--- src/rtl/lsu_pkg.sv ---
// Shared types, funct3 encodings and request legality check for the load/store unit.
package lsu_pkg;

  localparam int unsigned XLEN  = 32;
  localparam int unsigned IDX_W = 30;

  typedef enum logic [2:0] {
    ST_IDLE     = 3'd0,
    ST_LOAD     = 3'd1,
    ST_RMW_READ = 3'd2,
    ST_WRITE    = 3'd3,
    ST_RESP     = 3'd4
  } lsu_state_t;

  localparam logic [2:0] F3_B  = 3'b000;
  localparam logic [2:0] F3_H  = 3'b001;
  localparam logic [2:0] F3_W  = 3'b010;
  localparam logic [2:0] F3_BU = 3'b100;
  localparam logic [2:0] F3_HU = 3'b101;

  // Legal = funct3 valid for the direction, naturally aligned, word index inside memory.
  function automatic logic lsu_is_legal(input logic        we,
                                        input logic [2:0]  f3,
                                        input logic [31:0] addr,
                                        input int unsigned mem_size);
    logic f3_ok;
    logic align_ok;
    logic range_ok;
    if (we) f3_ok = (f3 == F3_B) || (f3 == F3_H) || (f3 == F3_W);
    else    f3_ok = f3 inside {F3_B, F3_H, F3_W, F3_BU, F3_HU};
    case (f3)
      F3_H, F3_HU: align_ok = ~addr[0];
      F3_W:        align_ok = (addr[1:0] == 2'b00);
      default:     align_ok = 1'b1;
    endcase
    range_ok = 32'(addr[31:2]) < mem_size;
    return f3_ok && align_ok && range_ok;
  endfunction

endpackage

--- src/rtl/lsu_if.sv ---
// Core request/response handshake plus word-addressed data memory port.
interface lsu_if;
  import lsu_pkg::*;

  logic            req_valid;
  logic            req_ready;
  logic            req_we;
  logic [2:0]      req_funct3;
  logic [XLEN-1:0] req_addr;
  logic [XLEN-1:0] req_wdata;
  logic            rsp_valid;
  logic            rsp_ready;
  logic [XLEN-1:0] rsp_rdata;
  logic            rsp_err;
  logic            mem_we;
  logic [XLEN-1:0] mem_a;
  logic [XLEN-1:0] mem_wd;
  logic [XLEN-1:0] mem_rd;

  // Environment side: the core plus the data memory.
  modport master (
    output req_valid, req_we, req_funct3, req_addr, req_wdata, rsp_ready, mem_rd,
    input  req_ready, rsp_valid, rsp_rdata, rsp_err, mem_we, mem_a, mem_wd
  );

  modport slave (
    input  req_valid, req_we, req_funct3, req_addr, req_wdata, rsp_ready, mem_rd,
    output req_ready, rsp_valid, rsp_rdata, rsp_err, mem_we, mem_a, mem_wd
  );
endinterface

--- src/rtl/lsu_align.sv ---
// Byte-lane logic: load lane extraction with extension, and store lane merge.
module lsu_align
  import lsu_pkg::*;
(
  input  logic [2:0]      funct3_i,
  input  logic [1:0]      addr_lo_i,
  input  logic [XLEN-1:0] word_i,
  input  logic [XLEN-1:0] wdata_i,
  output logic [XLEN-1:0] load_o,
  output logic [XLEN-1:0] merged_o
);

  logic [7:0]  byte_sel;
  logic [15:0] half_sel;

  always_comb begin
    byte_sel = word_i[7:0];
    case (addr_lo_i)
      2'd1:    byte_sel = word_i[15:8];
      2'd2:    byte_sel = word_i[23:16];
      2'd3:    byte_sel = word_i[31:24];
      default: byte_sel = word_i[7:0];
    endcase
    half_sel = addr_lo_i[1] ? word_i[31:16] : word_i[15:0];

    case (funct3_i)
      F3_B:    load_o = {{24{byte_sel[7]}}, byte_sel};
      F3_H:    load_o = {{16{half_sel[15]}}, half_sel};
      F3_BU:   load_o = {24'd0, byte_sel};
      F3_HU:   load_o = {16'd0, half_sel};
      default: load_o = word_i;
    endcase
  end

  always_comb begin
    merged_o = word_i;
    case (funct3_i)
      F3_B: begin
        case (addr_lo_i)
          2'd0:    merged_o[7:0]   = wdata_i[7:0];
          2'd1:    merged_o[15:8]  = wdata_i[7:0];
          2'd2:    merged_o[23:16] = wdata_i[7:0];
          default: merged_o[31:24] = wdata_i[7:0];
        endcase
      end
      F3_H: begin
        if (addr_lo_i[1]) merged_o[31:16] = wdata_i[15:0];
        else              merged_o[15:0]  = wdata_i[15:0];
      end
      F3_W:    merged_o = wdata_i;
      default: merged_o = word_i;
    endcase
  end

endmodule

--- src/rtl/lsu.sv ---
// RV32I load/store unit: request classification, read-modify-write for sub-word
// stores and extended loads against a word-addressed memory with a single write enable.
module lsu
  import lsu_pkg::*;
#(
  parameter int unsigned MEM_SIZE = 64
) (
  input  logic  clk,
  input  logic  reset,
  lsu_if.slave  bus
);

  lsu_state_t       state_q, state_d;
  logic [2:0]       f3_q, f3_d;
  logic [1:0]       lo_q, lo_d;
  logic [IDX_W-1:0] idx_q, idx_d;
  logic [XLEN-1:0]  wdata_q, wdata_d;
  logic [XLEN-1:0]  merge_q, merge_d;
  logic [XLEN-1:0]  rdata_q, rdata_d;
  logic             err_q, err_d;

  logic [XLEN-1:0]  align_word;
  logic [XLEN-1:0]  load_val;
  logic [XLEN-1:0]  merged;

  // LOAD extracts from live memory data; WRITE merges into the word captured in RMW_READ.
  assign align_word = (state_q == ST_LOAD) ? bus.mem_rd : merge_q;

  lsu_align u_align (
    .funct3_i  (f3_q),
    .addr_lo_i (lo_q),
    .word_i    (align_word),
    .wdata_i   (wdata_q),
    .load_o    (load_val),
    .merged_o  (merged)
  );

  assign bus.req_ready = (state_q == ST_IDLE) && !reset;
  assign bus.rsp_valid = (state_q == ST_RESP) && !reset;
  assign bus.rsp_rdata = rdata_q;
  assign bus.rsp_err   = err_q;
  assign bus.mem_we    = (state_q == ST_WRITE) && !reset;
  assign bus.mem_a     = ((state_q != ST_IDLE) && !reset) ? {2'b00, idx_q} : '0;
  assign bus.mem_wd    = bus.mem_we ? merged : '0;

  always_comb begin
    state_d = state_q;
    f3_d    = f3_q;
    lo_d    = lo_q;
    idx_d   = idx_q;
    wdata_d = wdata_q;
    merge_d = merge_q;
    rdata_d = rdata_q;
    err_d   = err_q;
    case (state_q)
      ST_IDLE: begin
        if (bus.req_valid) begin
          f3_d    = bus.req_funct3;
          lo_d    = bus.req_addr[1:0];
          idx_d   = bus.req_addr[31:2];
          wdata_d = bus.req_wdata;
          merge_d = '0;
          rdata_d = '0;
          if (!lsu_is_legal(bus.req_we, bus.req_funct3, bus.req_addr, MEM_SIZE)) begin
            err_d   = 1'b1;
            state_d = ST_RESP;
          end else begin
            err_d = 1'b0;
            if (!bus.req_we)                 state_d = ST_LOAD;
            else if (bus.req_funct3 == F3_W) state_d = ST_WRITE;
            else                             state_d = ST_RMW_READ;
          end
        end
      end
      ST_LOAD: begin
        rdata_d = load_val;
        state_d = ST_RESP;
      end
      ST_RMW_READ: begin
        merge_d = bus.mem_rd;
        state_d = ST_WRITE;
      end
      ST_WRITE: state_d = ST_RESP;
      ST_RESP: begin
        if (bus.rsp_ready) state_d = ST_IDLE;
      end
      default: state_d = ST_IDLE;
    endcase
  end

  always_ff @(posedge clk) begin
    if (reset) begin
      state_q <= ST_IDLE;
      f3_q    <= '0;
      lo_q    <= '0;
      idx_q   <= '0;
      wdata_q <= '0;
      merge_q <= '0;
      rdata_q <= '0;
      err_q   <= 1'b0;
    end else begin
      state_q <= state_d;
      f3_q    <= f3_d;
      lo_q    <= lo_d;
      idx_q   <= idx_d;
      wdata_q <= wdata_d;
      merge_q <= merge_d;
      rdata_q <= rdata_d;
      err_q   <= err_d;
    end
  end

endmodule

--- src/flat_wrapper.sv ---
// flat-port wrapper written by rule: the top's interface ports become plain ports
module lsu_flat import lsu_pkg::*;
#(
  parameter int unsigned MEM_SIZE = 64
)
  (clk, reset, bus_req_valid, bus_req_we, bus_req_funct3, bus_req_addr, bus_req_wdata, bus_rsp_ready, bus_mem_rd, bus_req_ready, bus_rsp_valid, bus_rsp_rdata, bus_rsp_err, bus_mem_we, bus_mem_a, bus_mem_wd);
  lsu_if bus_i ();
  input  logic clk;
  input  logic reset;
  input wire logic [$bits(bus_i.req_valid)-1:0] bus_req_valid;
  input wire logic [$bits(bus_i.req_we)-1:0] bus_req_we;
  input wire logic [$bits(bus_i.req_funct3)-1:0] bus_req_funct3;
  input wire logic [$bits(bus_i.req_addr)-1:0] bus_req_addr;
  input wire logic [$bits(bus_i.req_wdata)-1:0] bus_req_wdata;
  input wire logic [$bits(bus_i.rsp_ready)-1:0] bus_rsp_ready;
  input wire logic [$bits(bus_i.mem_rd)-1:0] bus_mem_rd;
  output wire logic [$bits(bus_i.req_ready)-1:0] bus_req_ready;
  output wire logic [$bits(bus_i.rsp_valid)-1:0] bus_rsp_valid;
  output wire logic [$bits(bus_i.rsp_rdata)-1:0] bus_rsp_rdata;
  output wire logic [$bits(bus_i.rsp_err)-1:0] bus_rsp_err;
  output wire logic [$bits(bus_i.mem_we)-1:0] bus_mem_we;
  output wire logic [$bits(bus_i.mem_a)-1:0] bus_mem_a;
  output wire logic [$bits(bus_i.mem_wd)-1:0] bus_mem_wd;
  assign bus_i.req_valid = bus_req_valid;
  assign bus_i.req_we = bus_req_we;
  assign bus_i.req_funct3 = bus_req_funct3;
  assign bus_i.req_addr = bus_req_addr;
  assign bus_i.req_wdata = bus_req_wdata;
  assign bus_i.rsp_ready = bus_rsp_ready;
  assign bus_i.mem_rd = bus_mem_rd;
  assign bus_req_ready = bus_i.req_ready;
  assign bus_rsp_valid = bus_i.rsp_valid;
  assign bus_rsp_rdata = bus_i.rsp_rdata;
  assign bus_rsp_err = bus_i.rsp_err;
  assign bus_mem_we = bus_i.mem_we;
  assign bus_mem_a = bus_i.mem_a;
  assign bus_mem_wd = bus_i.mem_wd;
  lsu #(.MEM_SIZE(MEM_SIZE)) u_core (.clk(clk), .reset(reset), .bus(bus_i));
endmodule
--- config.mk ---
export PLATFORM = sky130hd
export DESIGN_NAME = lsu_flat
export DESIGN_NICKNAME = d
export VERILOG_FILES = /design/src/rtl/lsu_pkg.sv /design/src/rtl/lsu_if.sv /design/src/rtl/lsu_align.sv /design/src/rtl/lsu.sv /design/src/flat_wrapper.sv
export SDC_FILE = /design/constraint.sdc
export NUM_CORES = 1
export LEC_CHECK = 0
export CAP_MARGIN = 20
export CORE_UTILIZATION = 42
export CTS_CLUSTER_SIZE = 20
export DETAILED_ROUTE_END_ITERATION = 16
export MAX_ROUTING_LAYER = met4
export PLACE_DENSITY = 0.72
export SYNTH_ARGS = -nofsm -noshare
export SYNTH_HDL_FRONTEND = slang
export SYNTH_SLANG_ARGS = --single-unit
--- constraint.sdc ---
create_clock -name clk -period 2.6 [get_ports clk]
set_clock_uncertainty 0.1 [all_clocks]
set_input_delay 0.39 -clock clk [delete_from_list [all_inputs] [get_ports clk]]
set_output_delay 0.39 -clock clk [all_outputs]
set_load 0.1 [all_outputs]
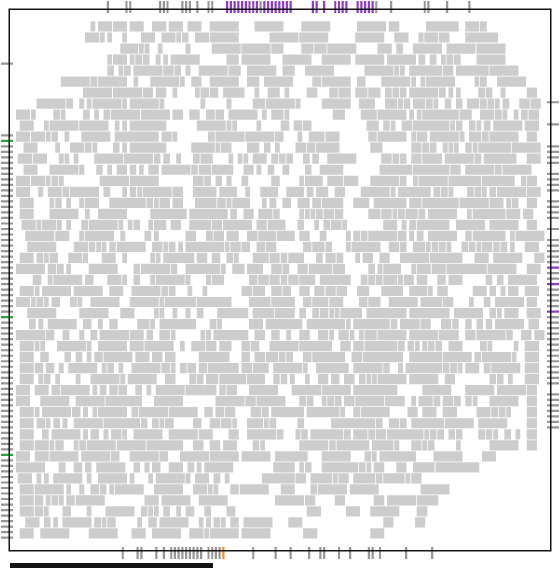
**Above:** pin map.
The bar under the picture is 50 microns long. Pins as bars across the die edge, other pins in gray.
port	color	pins	direction	edge
bus_req_funct3	green	3	input	left
bus_rsp_ready	orange	1	input	bottom
bus_mem_wd	purple	32	output	29 top, 3 right
all pins by edge	75 left, 49 right, 48 top, 32 bottom
Die Y: 133 microns
port bufs: 201
die width: 133 microns

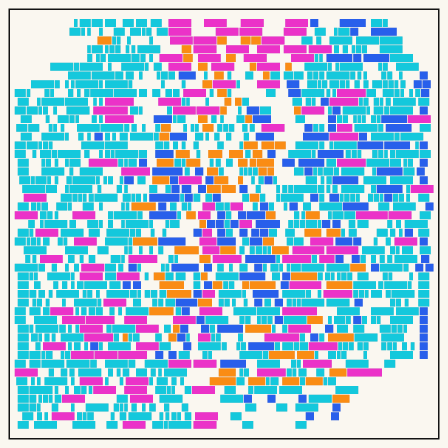
**Above:** drive-strength map.
size	color	cells	share	most used
_0 and _1 cells	cyan	851	72%	nand2_1
_3 and _4 cells	blue	140	12%	buf_4
_6 and larger	magenta	110	9.3%	buf_12
_2 cells	orange	84	7.1%	o21a_2
Layout area overhead: 62.5%
setup slack after layout: -0.0845 ns

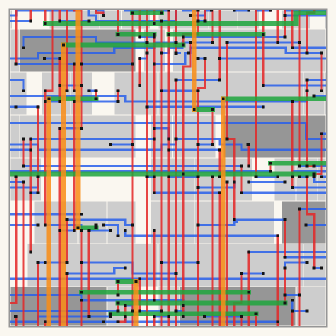
**Above:** close-up of the layout.
Window x 90 to 110, y 90 to 110 microns. Cells in gray, sequential cells in the stronger gray; small squares are vias.
layer	color
metal 4	orange
metal 1	blue
metal 3	green
metal 2	red
cells with their middle in the window	31
sequential cells in the window	4
most frequent	nand2_1 (8), buf_4 (4), dfxtp_1 (4)
netlist names of flops here include	u_core.merge_q (3), u_core.bus.rsp_rdata (1)

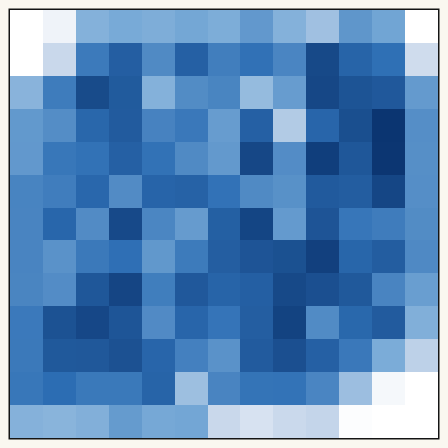
**Above:** placement density heat map.
The die is cut into 13 by 13 equal tiles; white is low, dark blue is high, 0 to 100% covered.
emptiest ninth of the die	bottom right
fullest tile	98%
tiles over 75% full	37%
mean over tiles	65%
nearly empty tiles	4.1%
fp_density: 43.3%
fin util: 70.4%
core area: 16700 sq um

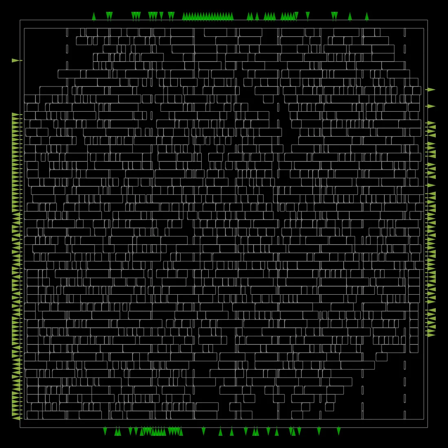
**Above:** cell placement.
final cell count without fillers: 1405
tap cells: 220
Rows: 47

==> qor.csv <==
stage;metric;value;unit
final_timing;finalClockPeriodUsage;103;%
power_and_ir_drop;power.internal;4.17;mW
setup_path;cp_slowest_stage_delay;0.33;ns
setup_path;required;2.11;ns
detailed_routing;top_layer_used;met4;
clock_network;htree_levels;4;
power_and_ir_drop;total_power;5.69;mW
detailed_routing;drt-total-wl;27.5;mm
setup_path;crit_path_start;u_core.state_q[2];
placement;place_hpwl;19.1;mm
global_routing;grt_pass1_vias;7497;
clock_network;cts_setup_buffers;4;
final_timing;hold_violations;0;
detailed_routing;vias;8189;
detailed_routing;met2WireLength;12.8;mm
global_routing;met1_usage;40.1;%
final_timing;setup_viol;17;
flow_run;warning_count;29;
clock_network;ctsRootBufferMaster;clkbuf_16;
detailed_routing;drt_iter0_drc;872;
layout;diodes;0;
layout;final_common_cell;nand2_1;
logic_synthesis;ys_types;53;
setup_path;crit_path_end;bus_mem_wd[24];
min_path;whs_path_depth;4;
detailed_routing;viasPerCell;5.83;
power_and_ir_drop;swShare;26.8;%
clock_network;clkLatencyLatePin;0.42;ns
global_routing;antenna_found_initial;0;
setup_path;crit_cells;8;
floorplanning;io-pin-count;204;
logic_synthesis;synth_chip_area;7240;sq um
min_path;holdCritPathClass;in2reg;
clock_network;cts_tree;done;
layout;nets;1276;
logic_synthesis;syn_inst;961;
logic_synthesis;edf_count;0;
logic_synthesis;ys.flops;135;
clock_network;cts_hold_buf;0;
flow_run;drv_cap;0;
clock_network;clock_sinks;135;
power_and_ir_drop;power.share.sequential;38.5;%
logic_synthesis;topCombFamilyByArea;AND-OR/OR-AND gates;
final_timing;rsz0062_at_grt;yes;
logic_synthesis;synth.top_cell.area_share;37.3;%
logic_synthesis;ys_sh_adder;0;%
logic_synthesis;synth_area;7240;sq um
final_timing;fin_hold_ws;0.344;ns
logic_synthesis;ff_type;dfxtp_1;
power_and_ir_drop;leakage;4.11;nW
setup_path;path_class;reg2out;
floorplanning;chip_area;17800;sq um
logic_synthesis;synthSimpleGateAreaFrac;24.2;%
logic_synthesis;syn_avg_cell_area;7.53;sq um
detailed_routing;drc;0;
global_routing;grt_pass1_wl;41.6;mm
final_timing;setup_slack;-0.0845;ns
global_routing;use_met3;7.53;%
final_timing;max_freq;0.373;GHz
clock_network;clockBufferDepth;2;
global_routing;grt_usage;31.3;%
setup_path;slowest_stage;dfxtp_2;
min_path;min_from;reset;
power_and_ir_drop;p_seq;2.19;mW
final_timing;fin_tns_setup;-0.543;ns
detailed_routing;drt-met1-wl;11.2;mm
power_and_ir_drop;p_per_area;484;nW/um^2
logic_synthesis;yosysSeqAreaShare;37.3;%
logic_synthesis;yosysWarnings;0;
final_timing;worst_slew_pin_slew;0.723;ns
logic_synthesis;mux_area_share;6.62;%
setup_path;critical-path-top-delay-family;buffers and inverters;
power_and_ir_drop;clockPowerShare;45.6;%
logic_synthesis;ys_cells;961;
setup_path;crit_buf_inv;4;
logic_synthesis;ys_sh_xor;0;%
setup_path;reg2reg_from;u_core.state_q[0];
global_routing;grt_overflow;0;
outcome;outcome;finished with violations;
setup_path;r2r_cells;9;
detailed_routing;postRouteAntennaNets;0;
global_routing;top_usage_layer;met2;
layout;final_cell_area;11800;sq um
power_and_ir_drop;ir_drop;0.000518;V
setup_path;path_max_fanout;6;
logic_synthesis;top_area_cell;dfxtp_1;
min_path;min_to;u_core.bus.rsp_rdata[15];
setup_path;crit_arrival;2.19;ns
power_and_ir_drop;power_switching;1.53;mW
detailed_routing;wl_per_cell;19.5;microns
detailed_routing;dr_wl_met3;2.49;mm
global_routing;grt_use_met2;47.0;%
final_timing;final.min_clock_period;2.68;ns
setup_path;r2r_setup_slack;0.22;ns
placement;gp_congestion;0.981;
placement;dpl_worst_slack;0.0680;ns
power_and_ir_drop;maxPowerGroup;clock;
power_and_ir_drop;comb_power_share;15.9;%
logic_synthesis;yosys.area_share.aoi;25.6;%
setup_path;path_cells;nor3b_4, buf_6, buf_16, mux2i_1, buf_4, o22ai_2, o21a_2, buf_12;
setup_path;rr_endpoint;u_core.bus.rsp_rdata[14];
logic_synthesis;async_flop_share;0;%
outcome;violations;setup timing;
clock_network;path_clk_slew;0.06;ns
placement;placed_cells;1354;
placement;dpl_cell_area;10300;sq um
final_timing;report.final.slew_viol_count;0;
## layout make-up
type                    instances  area [sq um]
repair buffers                279          3400
clock inverters                11           173
fillers                      1328          4940
well taps                     220           275
inverters                       6          28.8
clock buffers                  21           460
flip-flops and latches        135          2720
multi-input cells             733          4710
## cell usage after synthesis, drive strengths merged (2+ instances only)
cell type and n:
nand2 242, dfxtp 135, a21oi 132, o21ai 63
clkbuf 52, nand3 38, nor2 38, buf 36
and2 35, mux2i 31, a22oi 27, o21a 16
o22ai 11, a221oi 10, nor3 9, nor4 9
nor2b 8, mux4 7, o221ai 7, o22a 7
a211oi 5, a2bb2oi 5, inv 5, nand2b 4
nand4 4, a21o 3, a31oi 2, nand3b 2
nor4b 2, o2111ai 2
Power figures rest on the tool's default switching activity, not on a simulated workload.
